==> config.mk <==
export PLATFORM = sky130hd
export DESIGN_NAME = replace_order_fifo
export DESIGN_NICKNAME = d
export VERILOG_FILES = /design/src/rtl/replace_order_fifo.sv
export SDC_FILE = /design/constraint.sdc
export NUM_CORES = 1
export LEC_CHECK = 0
export CAP_MARGIN = 20
export CORE_ASPECT_RATIO = 0.8
export CORE_UTILIZATION = 40
export DETAILED_ROUTE_END_ITERATION = 8
export HOLD_SLACK_MARGIN = 0.08
export SLEW_MARGIN = 25
export SYNTH_ARGS = -nofsm -noshare
export SYNTH_HDL_FRONTEND = slang
export SYNTH_SLANG_ARGS = --single-unit
==> constraint.sdc <==
create_clock -name clk -period 16.22 [get_ports clk]
set_input_delay 2.433 -clock clk [delete_from_list [all_inputs] [get_ports clk]]
set_output_delay 2.433 -clock clk [all_outputs]
set_load 0.01 [all_outputs]
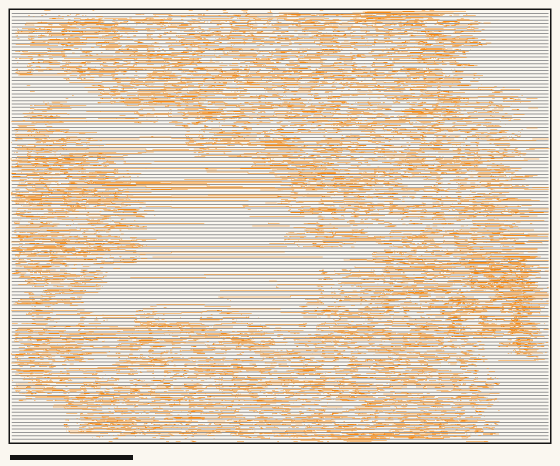
Fig. 1. Met1 routing (run 1).
The bar under the picture is 100 um long. Supply wires on this layer in grey.
- main direction: horizontal
- nets with wire on the layer: 3260
sum of routed wire length over all layers: 139000 um
GRT met1 Usage: 0.265
total via count in the routed design: 28400

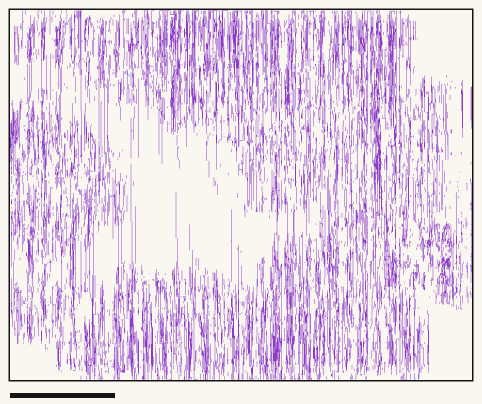
Fig. 2. Metal 2 (run 1).
The bar under the picture is 100 um long.
- wire length on this layer: 64.2 mm
- longest straight run: 104 um
- nets with wire on the layer: 2998
- share of all routed wire: 46%
GR Layer Usage met2: 0.274

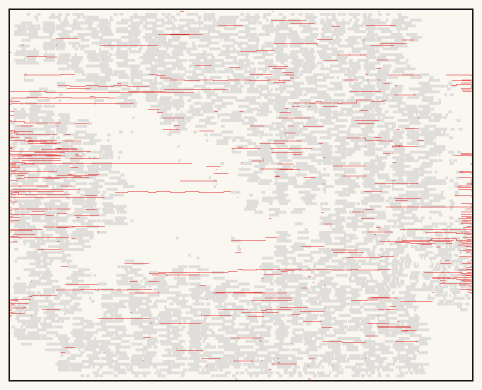
Fig. 3. Signal wires on met3 (run 1).
Cells faint in the background.
- nets with wire on the layer: 280
- share of all routed wire: 5.4%
routing usage on met3: 0.0391

==> flow_results.xml <==
<?xml version="1.0" encoding="UTF-8"?>
<metrics>
  <group name="floorplan">
    <metric name="initial_core_util" unit="">0.405</metric>
    <metric name="fp.dieW" unit="um">438</metric>
    <metric name="design.core.area" unit="mm^2">0.150</metric>
    <metric name="row_count" unit="">127</metric>
    <metric name="floorplan.io_pins" unit="">428</metric>
    <metric name="die.size.y" unit="um">351</metric>
    <metric name="die_area" unit="mm^2">0.154</metric>
  </group>
  <group name="routing">
    <metric name="detailedRoute.firstPassIterationCount" unit="">7</metric>
    <metric name="via_per_inst" unit="">5.32</metric>
    <metric name="first_iter_violations" unit="">2210</metric>
    <metric name="routedWlPerCell" unit="um">25.9</metric>
    <metric name="detail_route.drc_violations" unit="">0</metric>
    <metric name="antenna_violating_nets_post_route" unit="">0</metric>
  </group>
  <group name="worst_setup_path">
    <metric name="timing.reg2reg.setup_slack" unit="ns">10.54</metric>
    <metric name="critPathArrivalTime" unit="ns">5.80</metric>
    <metric name="timing.critical_path.required" unit="ns">13.79</metric>
    <metric name="critPathBufInv" unit="">4</metric>
    <metric name="criticalPathCategory" unit="">reg2out</metric>
    <metric name="critical_path_peak_fanout" unit="">45</metric>
    <metric name="reg2reg_depth" unit="">8</metric>
    <metric name="crit_chain" unit="">buf_4 -&gt; buf_4 -&gt; buf_4 -&gt; mux4_2 -&gt; mux2i_1 -&gt; nor2b_1 -&gt; clkdlybuf4s50_1</metric>
    <metric name="cp_slowest_cell" unit="">sky130_fd_sc_hd__dfxtp_4</metric>
    <metric name="cp-end-kind" unit="">output port</metric>
    <metric name="cell_depth_of_the_worst_setup_path" unit="">7</metric>
    <metric name="peak_per_stage_delay_on_the_critical_path" unit="ns">0.91</metric>
    <metric name="cp-start-kind" unit="">flop</metric>
    <metric name="timing.critical_path.max_delay_family" unit="">buffers and inverters</metric>
  </group>
  <group name="power_and_ir_drop">
    <metric name="internal_power" unit="mW">7.20</metric>
    <metric name="power_switching" unit="mW">2.17</metric>
    <metric name="largest_power_group" unit="">sequential cells</metric>
    <metric name="power.combinational.fraction" unit="">0.136</metric>
    <metric name="totalPowerFinal" unit="mW">9.36</metric>
    <metric name="pwr_density_cell" unit="mW/mm^2">129</metric>
    <metric name="power_sequential" unit="mW">4.56</metric>
    <metric name="reg_power_frac" unit="">0.487</metric>
    <metric name="worst_supply_voltage_drop_on_vdd" unit="V">0.0000998</metric>
    <metric name="switching_part_of_the_total_power" unit="">0.232</metric>
    <metric name="comb_cell_power" unit="mW">1.27</metric>
    <metric name="portion_of_total_power_attributed_to_the_clock_network" unit="">0.377</metric>
    <metric name="p_clk" unit="mW">3.53</metric>
    <metric name="p_leak" unit="nW">21.7</metric>
  </group>
  <group name="layout">
    <metric name="largest_reg_flops" unit="">1536</metric>
    <metric name="final_cell_mix" unit="">sky130_fd_sc_hd__edfxtp_1, sky130_fd_sc_hd__clkdlybuf4s50_1, sky130_fd_sc_hd__mux4_2, sky130_fd_sc_hd__nor2b_1, sky130_fd_sc_hd__mux2i_1</metric>
    <metric name="filler_instances" unit="">12100</metric>
    <metric name="fraction_of_final_layout_cells_with_drive_strength_greater_than_1" unit="">0.201</metric>
    <metric name="layout_top_cell_excl_fill_tap" unit="">sky130_fd_sc_hd__edfxtp_1</metric>
    <metric name="layoutNonFillerInstCount" unit="">5343</metric>
    <metric name="area.growth.synth_to_final" unit="%">19.4</metric>
    <metric name="postLayoutCellArea" unit="mm^2">0.0727</metric>
  </group>
  <group name="timing">
    <metric name="slew_viol_final" unit="">0</metric>
    <metric name="setup_repair_after_global_routing_missed_its_margin" unit="">no</metric>
    <metric name="finalHoldViolations" unit="">0</metric>
    <metric name="fin_worst_skew" unit="ns">0.0254</metric>
    <metric name="fin_setup_tns" unit="ns">0</metric>
    <metric name="final_period_minus_worst_setup_slack" unit="ns">8.23</metric>
    <metric name="setup_violations" unit="">0</metric>
    <metric name="fmax" unit="MHz">121</metric>
    <metric name="worst_pin_slew" unit="ns">1.04</metric>
    <metric name="timing.max_slew.rel_slack" unit="">0.302</metric>
  </group>
  <group name="synthesis">
    <metric name="synth_cell_types" unit="">45</metric>
    <metric name="synth.cells.most_frequent" unit="">sky130_fd_sc_hd__edfxtp_1, sky130_fd_sc_hd__mux4_2, sky130_fd_sc_hd__mux2i_1, sky130_fd_sc_hd__nor2b_1, sky130_fd_sc_hd__clkbuf_1</metric>
    <metric name="synth_warn" unit="">0</metric>
    <metric name="yosys_register_bits" unit="">1585</metric>
    <metric name="synth.top_cells.by_area" unit="">sky130_fd_sc_hd__edfxtp_1, sky130_fd_sc_hd__mux4_2, sky130_fd_sc_hd__mux2i_1</metric>
    <metric name="flop_cell" unit="">sky130_fd_sc_hd__edfxtp_1</metric>
    <metric name="syn-num-nets" unit="">2917</metric>
    <metric name="yosys.cell_count.top_type" unit="">sky130_fd_sc_hd__edfxtp_1</metric>
    <metric name="synth_stat.cells" unit="">2714</metric>
    <metric name="syn-mean-instance-area" unit="um^2">22.4</metric>
    <metric name="postSynthCellCount" unit="">2714</metric>
    <metric name="cell_accounting_for_the_most_synthesized_area" unit="">sky130_fd_sc_hd__edfxtp_1</metric>
    <metric name="top_cell_type_s_share_of_synthesized_area" unit="">0.757</metric>
    <metric name="asyncSetResetFlopFracSynth" unit="">0</metric>
    <metric name="cell_area_after_technology_mapping" unit="mm^2">0.0609</metric>
    <metric name="edff_count_synth" unit="">1536</metric>
    <metric name="yosys_area" unit="mm^2">0.0609</metric>
  </group>
  <group name="clock_tree">
    <metric name="h-tree-depth" unit="">4</metric>
    <metric name="cts_tree" unit="">done</metric>
    <metric name="cts_setup_buffers" unit="">0</metric>
    <metric name="post_cts.resized_instances" unit="">0</metric>
    <metric name="cts_inserted_buffers" unit="">160</metric>
    <metric name="cts_root_buffer" unit="">sky130_fd_sc_hd__clkbuf_16</metric>
    <metric name="worstSkewPairLatency" unit="ns">0.79</metric>
    <metric name="clock_sink_count" unit="">1585</metric>
    <metric name="cts_max_path_buffers" unit="">3</metric>
    <metric name="clk_transition_reported_paths" unit="ns">0.07</metric>
  </group>
  <group name="place">
    <metric name="dp_hpwl" unit="um">76800</metric>
    <metric name="detailed_place.area" unit="mm^2">0.0677</metric>
    <metric name="dpl.cell_count" unit="">5050</metric>
    <metric name="buffer_ports.inserted" unit="">427</metric>
  </group>
  <group name="flow_run">
    <metric name="tool_warnings" unit="">37</metric>
    <metric name="maxCapViolations" unit="">0</metric>
  </group>
  <group name="global_route">
    <metric name="grt_use_total" unit="">0.181</metric>
    <metric name="first_global_vias" unit="">29200</metric>
    <metric name="grt_pass1_wl" unit="um">202000</metric>
    <metric name="grt_max_degree" unit="">138</metric>
    <metric name="number_of_antenna_violations_at_the_first_check_in_global_routing" unit="">25</metric>
  </group>
  <group name="min_path">
    <metric name="hp-class" unit="">reg2reg</metric>
    <metric name="cell_depth_of_the_worst_hold_path" unit="">2</metric>
  </group>
  <group name="outcome">
    <metric name="run_status" unit="">finished, final reports clean</metric>
  </group>
</metrics>
## run 1: layer usage
layer  part of all wire  global-route usage  vias up
met5             0.0012                   0        -
met4              0.020              0.0496       24
met3              0.054              0.0391      205
met2               0.46               0.274      699
met1               0.46               0.265    15200
li1                   -                   -    12300
## run 1: worst register-to-register path, cell delays in order, from the launching register on
cell,delay (ns)
sky130_fd_sc_hd__dfxtp_4,0.65
sky130_fd_sc_hd__buf_16,0.27
sky130_fd_sc_hd__nand2_1,0.23
sky130_fd_sc_hd__a21oi_1,0.43
sky130_fd_sc_hd__nand3_1,0.43
sky130_fd_sc_hd__nor3_4,0.92
sky130_fd_sc_hd__buf_4,0.76
sky130_fd_sc_hd__buf_4,0.81
sky130_fd_sc_hd__buf_4,0.77
## run 1: kinds of logic (layout without fill, tap and decap cells)
kind of cell / Yosys count / in the layout / share of synthesized area
simple gates: 327 / 327 / 0.0320
flops: 1585 / 1585 / 0.773
mux: 581 / 581 / 0.174
compound gates: 45 / 45 / 0.00514
xor+xnor: 28 / 28 / 0.00403
other cells: 0 / 9 / 0
buf+inv: 143 / 764 / 0.00998
fa+ha+maj: 5 / 5 / 0.00103
## run 1: cell type report
class | count | area, um^2 | area share
Antenna cell | 9 | 22.5 | 0.000310
Clock buffer | 200 | 4200 | 0.0577
Clock inverter | 82 | 779 | 0.0107
Inverter | 3 | 11.3 | 0.000155
Multi-Input combinational cell | 986 | 13300 | 0.182
Sequential cell | 1585 | 47100 | 0.648
Tap cell | 1999 | 2500 | 0.0344
Timing Repair Buffer | 479 | 4840 | 0.0665
